`src/rtl/mc_ctrl_pkg.sv`:
```
// rtl/mc_ctrl_pkg.sv - shared opcodes, state encodings and ALU codes for the multicycle controller
package mc_ctrl_pkg;

    localparam logic [5:0] OP_RTYPE = 6'b000000;
    localparam logic [5:0] OP_LW    = 6'b100011;
    localparam logic [5:0] OP_SW    = 6'b101011;
    localparam logic [5:0] OP_BEQ   = 6'b000100;
    localparam logic [5:0] OP_BNE   = 6'b000101;
    localparam logic [5:0] OP_ADDI  = 6'b001000;
    localparam logic [5:0] OP_ANDI  = 6'b001100;
    localparam logic [5:0] OP_ORI   = 6'b001101;
    localparam logic [5:0] OP_SLTI  = 6'b001010;
    localparam logic [5:0] OP_J     = 6'b000010;

    localparam logic [5:0] FN_ADD = 6'b100000;
    localparam logic [5:0] FN_SUB = 6'b100010;
    localparam logic [5:0] FN_AND = 6'b100100;
    localparam logic [5:0] FN_OR  = 6'b100101;
    localparam logic [5:0] FN_SLT = 6'b101010;

    typedef enum logic [3:0] {
        S_FETCH   = 4'd0,
        S_DECODE  = 4'd1,
        S_MEMADR  = 4'd2,
        S_MEMRD   = 4'd3,
        S_MEMWB   = 4'd4,
        S_MEMWR   = 4'd5,
        S_RTYPEEX = 4'd6,
        S_RTYPEWB = 4'd7,
        S_BEQEX   = 4'd8,
        S_BNEEX   = 4'd9,
        S_IMMEX   = 4'd10,
        S_IMMWB   = 4'd11,
        S_JEX     = 4'd12
    } state_t;

    typedef enum logic [2:0] {
        ALUOP_ADD   = 3'd0,
        ALUOP_SUB   = 3'd1,
        ALUOP_FUNCT = 3'd2,
        ALUOP_AND   = 3'd3,
        ALUOP_OR    = 3'd4,
        ALUOP_SLT   = 3'd5
    } aluop_t;

    localparam logic [2:0] ALU_ADD = 3'b010;
    localparam logic [2:0] ALU_SUB = 3'b110;
    localparam logic [2:0] ALU_AND = 3'b000;
    localparam logic [2:0] ALU_OR  = 3'b001;
    localparam logic [2:0] ALU_SLT = 3'b111;

endpackage

```
`src/rtl/mc_aludec.sv`:
```
// rtl/mc_aludec.sv - maps internal aluop and R-type funct to the datapath ALU control code
module mc_aludec
    import mc_ctrl_pkg::*;
(
    input  aluop_t      aluop,
    input  logic [5:0]  funct,
    output logic [2:0]  alucontrol,
    output logic        funct_illegal
);

    // ALU code selection; unknown funct keeps add and raises the illegal flag
    always_comb begin
        alucontrol    = ALU_ADD;
        funct_illegal = 1'b0;
        case (aluop)
            ALUOP_ADD: alucontrol = ALU_ADD;
            ALUOP_SUB: alucontrol = ALU_SUB;
            ALUOP_AND: alucontrol = ALU_AND;
            ALUOP_OR:  alucontrol = ALU_OR;
            ALUOP_SLT: alucontrol = ALU_SLT;
            ALUOP_FUNCT: begin
                case (funct)
                    FN_ADD:  alucontrol = ALU_ADD;
                    FN_SUB:  alucontrol = ALU_SUB;
                    FN_AND:  alucontrol = ALU_AND;
                    FN_OR:   alucontrol = ALU_OR;
                    FN_SLT:  alucontrol = ALU_SLT;
                    default: funct_illegal = 1'b1;
                endcase
            end
            default: alucontrol = ALU_ADD;
        endcase
    end

endmodule

```
`src/rtl/mc_controller_ext.sv`:
```
// rtl/mc_controller_ext.sv - multicycle MIPS control FSM with memory wait states and extended ops
module mc_controller_ext
    import mc_ctrl_pkg::*;
#(
    parameter int ALUCTRL_W = 3,
    parameter bit MEM_HS    = 1'b1,
    parameter bit EXT_OPS   = 1'b1
) (
    input  logic                 clk,
    input  logic                 reset,
    input  logic [5:0]           op,
    input  logic [5:0]           funct,
    input  logic                 zero,
    input  logic                 mem_ready,
    output logic                 iord,
    output logic                 memwrite,
    output logic                 irwrite,
    output logic                 memtoreg,
    output logic                 regwrite,
    output logic                 alusrca,
    output logic                 regdst,
    output logic [1:0]           alusrcb,
    output logic [1:0]           pcsrc,
    output logic [ALUCTRL_W-1:0] alucontrol,
    output logic                 pcen,
    output logic                 extop,
    output logic                 illegal,
    output logic [3:0]           state_dbg
);

    state_t     state;
    state_t     next_state;
    state_t     cur;
    aluop_t     aluop;
    logic       rdy;
    logic [2:0] alu3;
    logic       funct_illegal;
    logic       pcwrite;
    logic       beq_st;
    logic       bne_st;
    logic       mw_raw;
    logic       irw_raw;
    logic       rw_raw;
    logic       ill_raw;

    // With the handshake disabled every access completes in one cycle
    assign rdy = MEM_HS ? mem_ready : 1'b1;

    // Outputs follow FETCH while reset is held, whatever the register holds
    assign cur       = reset ? S_FETCH : state;
    assign state_dbg = state;

    // State register with synchronous reset to FETCH
    always_ff @(posedge clk) begin
        if (reset) begin
            state <= S_FETCH;
        end else begin
            state <= next_state;
        end
    end

    // ALU operation class per state; immediate ops are split by opcode held in IR
    always_comb begin
        aluop = ALUOP_ADD;
        case (cur)
            S_RTYPEEX:        aluop = ALUOP_FUNCT;
            S_BEQEX, S_BNEEX: aluop = ALUOP_SUB;
            S_IMMEX: begin
                case (op)
                    OP_ANDI: aluop = ALUOP_AND;
                    OP_ORI:  aluop = ALUOP_OR;
                    OP_SLTI: aluop = ALUOP_SLT;
                    default: aluop = ALUOP_ADD;
                endcase
            end
            default: aluop = ALUOP_ADD;
        endcase
    end

    mc_aludec u_aludec (
        .aluop         (aluop),
        .funct         (funct),
        .alucontrol    (alu3),
        .funct_illegal (funct_illegal)
    );

    // Zero-extends the 3-bit code into whatever width the datapath expects
    always_comb begin
        alucontrol      = '0;
        alucontrol[2:0] = alu3;
    end

    // Next-state and Moore output decode
    always_comb begin
        next_state = S_FETCH;
        iord       = 1'b0;
        mw_raw     = 1'b0;
        irw_raw    = 1'b0;
        memtoreg   = 1'b0;
        rw_raw     = 1'b0;
        alusrca    = 1'b0;
        regdst     = 1'b0;
        alusrcb    = 2'b00;
        pcsrc      = 2'b00;
        extop      = 1'b1;
        pcwrite    = 1'b0;
        beq_st     = 1'b0;
        bne_st     = 1'b0;
        ill_raw    = 1'b0;
        case (cur)
            S_FETCH: begin
                alusrcb    = 2'b01;
                irw_raw    = rdy;
                pcwrite    = rdy;
                next_state = rdy ? S_DECODE : S_FETCH;
            end
            S_DECODE: begin
                alusrcb = 2'b11;
                case (op)
                    OP_LW, OP_SW: next_state = S_MEMADR;
                    OP_RTYPE:     next_state = S_RTYPEEX;
                    OP_BEQ:       next_state = S_BEQEX;
                    OP_ADDI:      next_state = S_IMMEX;
                    OP_J:         next_state = S_JEX;
                    OP_BNE: begin
                        if (EXT_OPS) next_state = S_BNEEX;
                        else         ill_raw    = 1'b1;
                    end
                    OP_ANDI, OP_ORI, OP_SLTI: begin
                        if (EXT_OPS) next_state = S_IMMEX;
                        else         ill_raw    = 1'b1;
                    end
                    default: ill_raw = 1'b1;
                endcase
            end
            S_MEMADR: begin
                alusrca    = 1'b1;
                alusrcb    = 2'b10;
                next_state = (op == OP_SW) ? S_MEMWR : S_MEMRD;
            end
            S_MEMRD: begin
                iord       = 1'b1;
                next_state = rdy ? S_MEMWB : S_MEMRD;
            end
            S_MEMWB: begin
                memtoreg = 1'b1;
                rw_raw   = 1'b1;
            end
            S_MEMWR: begin
                iord       = 1'b1;
                mw_raw     = 1'b1;
                next_state = rdy ? S_FETCH : S_MEMWR;
            end
            S_RTYPEEX: begin
                alusrca = 1'b1;
                // An unknown funct aborts before write-back so no register is clobbered
                if (funct_illegal) ill_raw    = 1'b1;
                else               next_state = S_RTYPEWB;
            end
            S_RTYPEWB: begin
                regdst = 1'b1;
                rw_raw = 1'b1;
            end
            S_BEQEX: begin
                alusrca = 1'b1;
                pcsrc   = 2'b01;
                beq_st  = 1'b1;
            end
            S_BNEEX: begin
                alusrca = 1'b1;
                pcsrc   = 2'b01;
                bne_st  = 1'b1;
            end
            S_IMMEX: begin
                alusrca    = 1'b1;
                alusrcb    = 2'b10;
                extop      = !((op == OP_ANDI) || (op == OP_ORI));
                next_state = S_IMMWB;
            end
            S_IMMWB: begin
                rw_raw = 1'b1;
            end
            S_JEX: begin
                pcsrc   = 2'b10;
                pcwrite = 1'b1;
            end
            default: next_state = S_FETCH;
        endcase
    end

    // Write strobes and the illegal pulse are suppressed in any reset cycle
    assign memwrite = mw_raw  & ~reset;
    assign irwrite  = irw_raw & ~reset;
    assign regwrite = rw_raw  & ~reset;
    assign illegal  = ill_raw & ~reset;
    assign pcen     = (pcwrite | (beq_st & zero) | (bne_st & ~zero)) & ~reset;

endmodule

```
`config.mk`:
```
export PLATFORM = sky130hd
export DESIGN_NAME = mc_controller_ext
export DESIGN_NICKNAME = d
export VERILOG_FILES = /design/src/rtl/mc_ctrl_pkg.sv /design/src/rtl/mc_aludec.sv /design/src/rtl/mc_controller_ext.sv
export SDC_FILE = /design/constraint.sdc
export NUM_CORES = 1
export LEC_CHECK = 0
export ABC_AREA = 1
export CAP_MARGIN = 10
export CORE_UTILIZATION = 37
export CTS_CLUSTER_DIAMETER = 150
export CTS_CLUSTER_SIZE = 20
export DETAILED_ROUTE_END_ITERATION = 6
export GPL_TIMING_DRIVEN = 0
export PLACE_DENSITY = 0.88
export SLEW_MARGIN = 15
export SYNTH_ARGS = -nofsm -noshare
export SYNTH_HDL_FRONTEND = slang
export SYNTH_HIERARCHICAL = 1
export SYNTH_SLANG_ARGS = --single-unit
```
`constraint.sdc`:
```
create_clock -name clk -period 1.9 [get_ports clk]
set_input_delay 0.19 -clock clk [delete_from_list [all_inputs] [get_ports clk]]
set_output_delay 0.19 -clock clk [all_outputs]
set_load 0.05 [all_outputs]
```
Figure 1. Metal 3.
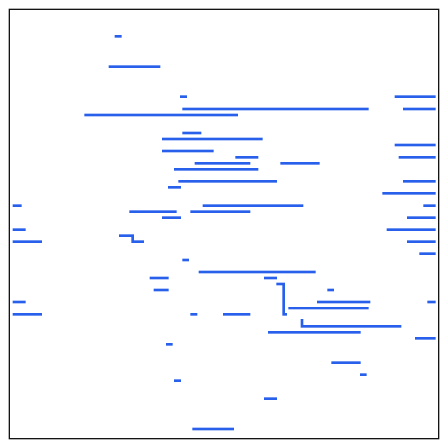
nets with wire on the layer = 46
wire length on this layer = 244 um
main direction = horizontal
share of all routed wire = 6.8%
via count: 1,344
DRT Wirelength: 3580 um
M3 GR Usage: 0.0444

Figure 2. M4 wires.
Supply wires on this layer in gray.
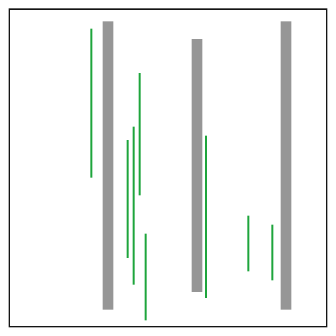
share of all routed wire = 3.8%
wire length on this layer = 136 um
longest straight run = 24.5 um
nets with wire on the layer = 8

==> out/summary.txt <==
Iter 0 DRT Violations = 61
clk slew on worst S/H paths = 40 ps
final period utilization = 1.13
Post-synth EDFFs = 0
synth warn = 6
failing checks = negative setup slack
Die Span Y = 48.2 um
FF/Latch Area = 95.1 sq um
CP max FO = 3
Nets at Floorplan = 168
Slew HR = 0.650
Worst Slack Setup Final = -251 ps
buffers added on ports = 36
diode count = 0
final net count = 241
CP startpoint kind = flop
Hold Fails Final Rpt = 0
tool warnings = 29
Max clock buf depth = 2
post-DP HPWL = 1980 um
largest net degree at the start of global routing = 9
CTS Hold Bufs = 0
status = finished, violations left
Top-Level Pins = 37
Commonest Layout Cell = nand2_1
Post-Synthesis Cells = 152
Layout Skew = 6.06 ps
# setup viols final = 7
crit path DRT = 1710 ps
Leak Pwr = 0.000856 uW
buffers and inverters on the worst path = 3
CP Class = flop to output pin
worst r2r dst = state_dbg[1]$_SDFF_PP0_
Max Fclk = 465 MHz
Logic area = 751 sq um
main flop type = dfxtp_1
CP delay by family, top = simple AND/OR/NAND/NOR gates
first-pass detailed-route iteration total = 4
Figure 3. Track usage over the die.
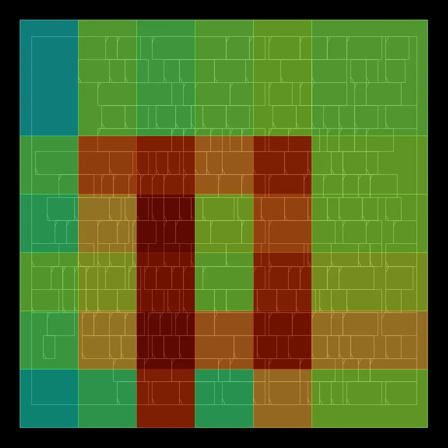
met2 Usage GRT: 0.531
WL/cell: 14.3 um
met1 GRT Util: 0.342

Figure 4. Signal wires on met2.
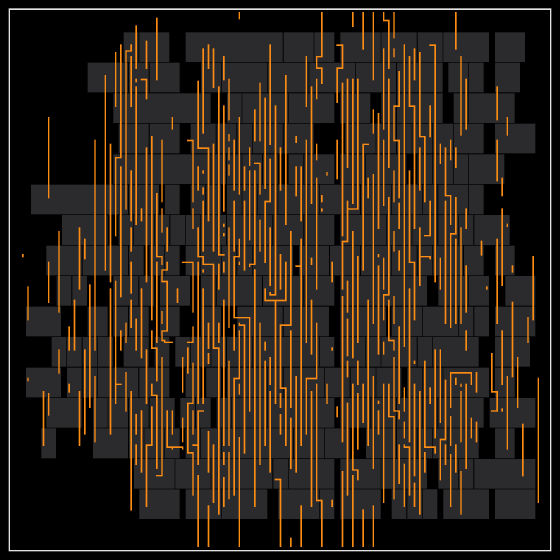
nets with wire on the layer = 217
main direction = vertical
share of all routed wire = 49%
wire length on this layer = 1,770 um
longest straight run = 26.9 um

worst register-to-register path: stages (launching register included):
cell,delay [ps]
dfxtp_4,350
nand2_4,80
nor2_4,40
buf_4,140
nand2_1,120
o211ai_1,140
buf_4,170
nor2_4,130
nand2_2,100
a21oi_4,140
buf_4,120
inv_1,40
nand3_2,90
nand3_1,90
a21oi_1,120
nand2_1,60
metal layers:
layer,global-route usage,up-vias,routed length (um)
met4,0.150,0,136
met2,0.531,80,1770
li1,-,635,-
met3,0.0444,17,243
met1,0.342,612,1440
met5,0,-,0
worst min-delay path by stage:
stage | from | endpoint | cells after the start
final | reset | state_dbg[0]$_SDFF_PP0_ | 2
after global routing | reset | state_dbg[0]$_SDFF_PP0_ | 2
after CTS | reset | state_dbg[0]$_SDFF_PP0_ | 2
after detailed placement | state_dbg[2]$_SDFF_PP0_ | state_dbg[3]$_SDFF_PP0_ | 3
after global placement | state_dbg[2]$_SDFF_PP0_ | state_dbg[3]$_SDFF_PP0_ | 3
after floorplan | reset | state_dbg[0]$_SDFF_PP0_ | 1
cell type report:
cell class | instances | area share
Multi-Input combinational cell | 121 | 0.467
Timing Repair Buffer | 68 | 0.371
Inverter | 27 | 0.0677
Sequential cell | 4 | 0.0591
Tap cell | 27 | 0.0210
Clock buffer | 3 | 0.0140
power by group:
group          switching (uW)  total (uW)  internal [uW]  leakage [uW]
clock                    39.0         110           70.9     0.0000138
sequential               5.03        87.7           82.6     0.0000355
combinational             104         168           63.9      0.000806
synthesized netlist by cell type, types with 2 or more instances:
| library cell | n | area share |
|---|---|---|
| nand2_1 | 37 | 0.18 |
| inv_1 | 24 | 0.11 |
| nor2_1 | 22 | 0.10 |
| nand3_1 | 17 | 0.11 |
| a21oi_1 | 9 | 0.057 |
| o21ai_0 | 6 | 0.038 |
| nand2_2 | 5 | 0.040 |
| nor2_2 | 5 | 0.040 |
| dfxtp_1 | 4 | 0.10 |
| nand4_1 | 4 | 0.032 |
| nor2_4 | 4 | 0.057 |
| inv_2 | 2 | 0.0095 |
| nand3_2 | 2 | 0.025 |
stage by stage:
stage / total power (uW) / hold WS [ps] / worst slack [ps] / instance area [sq um] / std cells
floorplan: 173 / 249 / -30.9 / 855 / 152
global placement: 235 / 626 / -1260 / 1250 / 215
detailed placement: 239 / 629 / -1290 / 1250 / 215
CTS: 354 / 295 / -158 / 1510 / 240
global route: 387 / 320 / -329 / 1610 / 250
finish: 365 / 307 / -251 / 1610 / 250
cell families (layout without fill, tap and decap cells):
| kind of cell | after synthesis | in the layout | share of synthesized area |
|---|---|---|---|
| simple gates | 100 | 100 | 0.618 |
| buf+inv | 27 | 98 | 0.132 |
| compound gates | 21 | 21 | 0.149 |
| flops | 4 | 4 | 0.101 |
repair_timing:
| action | CTS | global route |
|---|---|---|
| cloned | 0 | 0 |
| endpoints found under the setup margin | 20 | 16 |
| resized | 80 | 20 |
| buffers inserted | 22 | 11 |
| pin swaps | 17 | 12 |
Power and IR drop assume default switching activity.
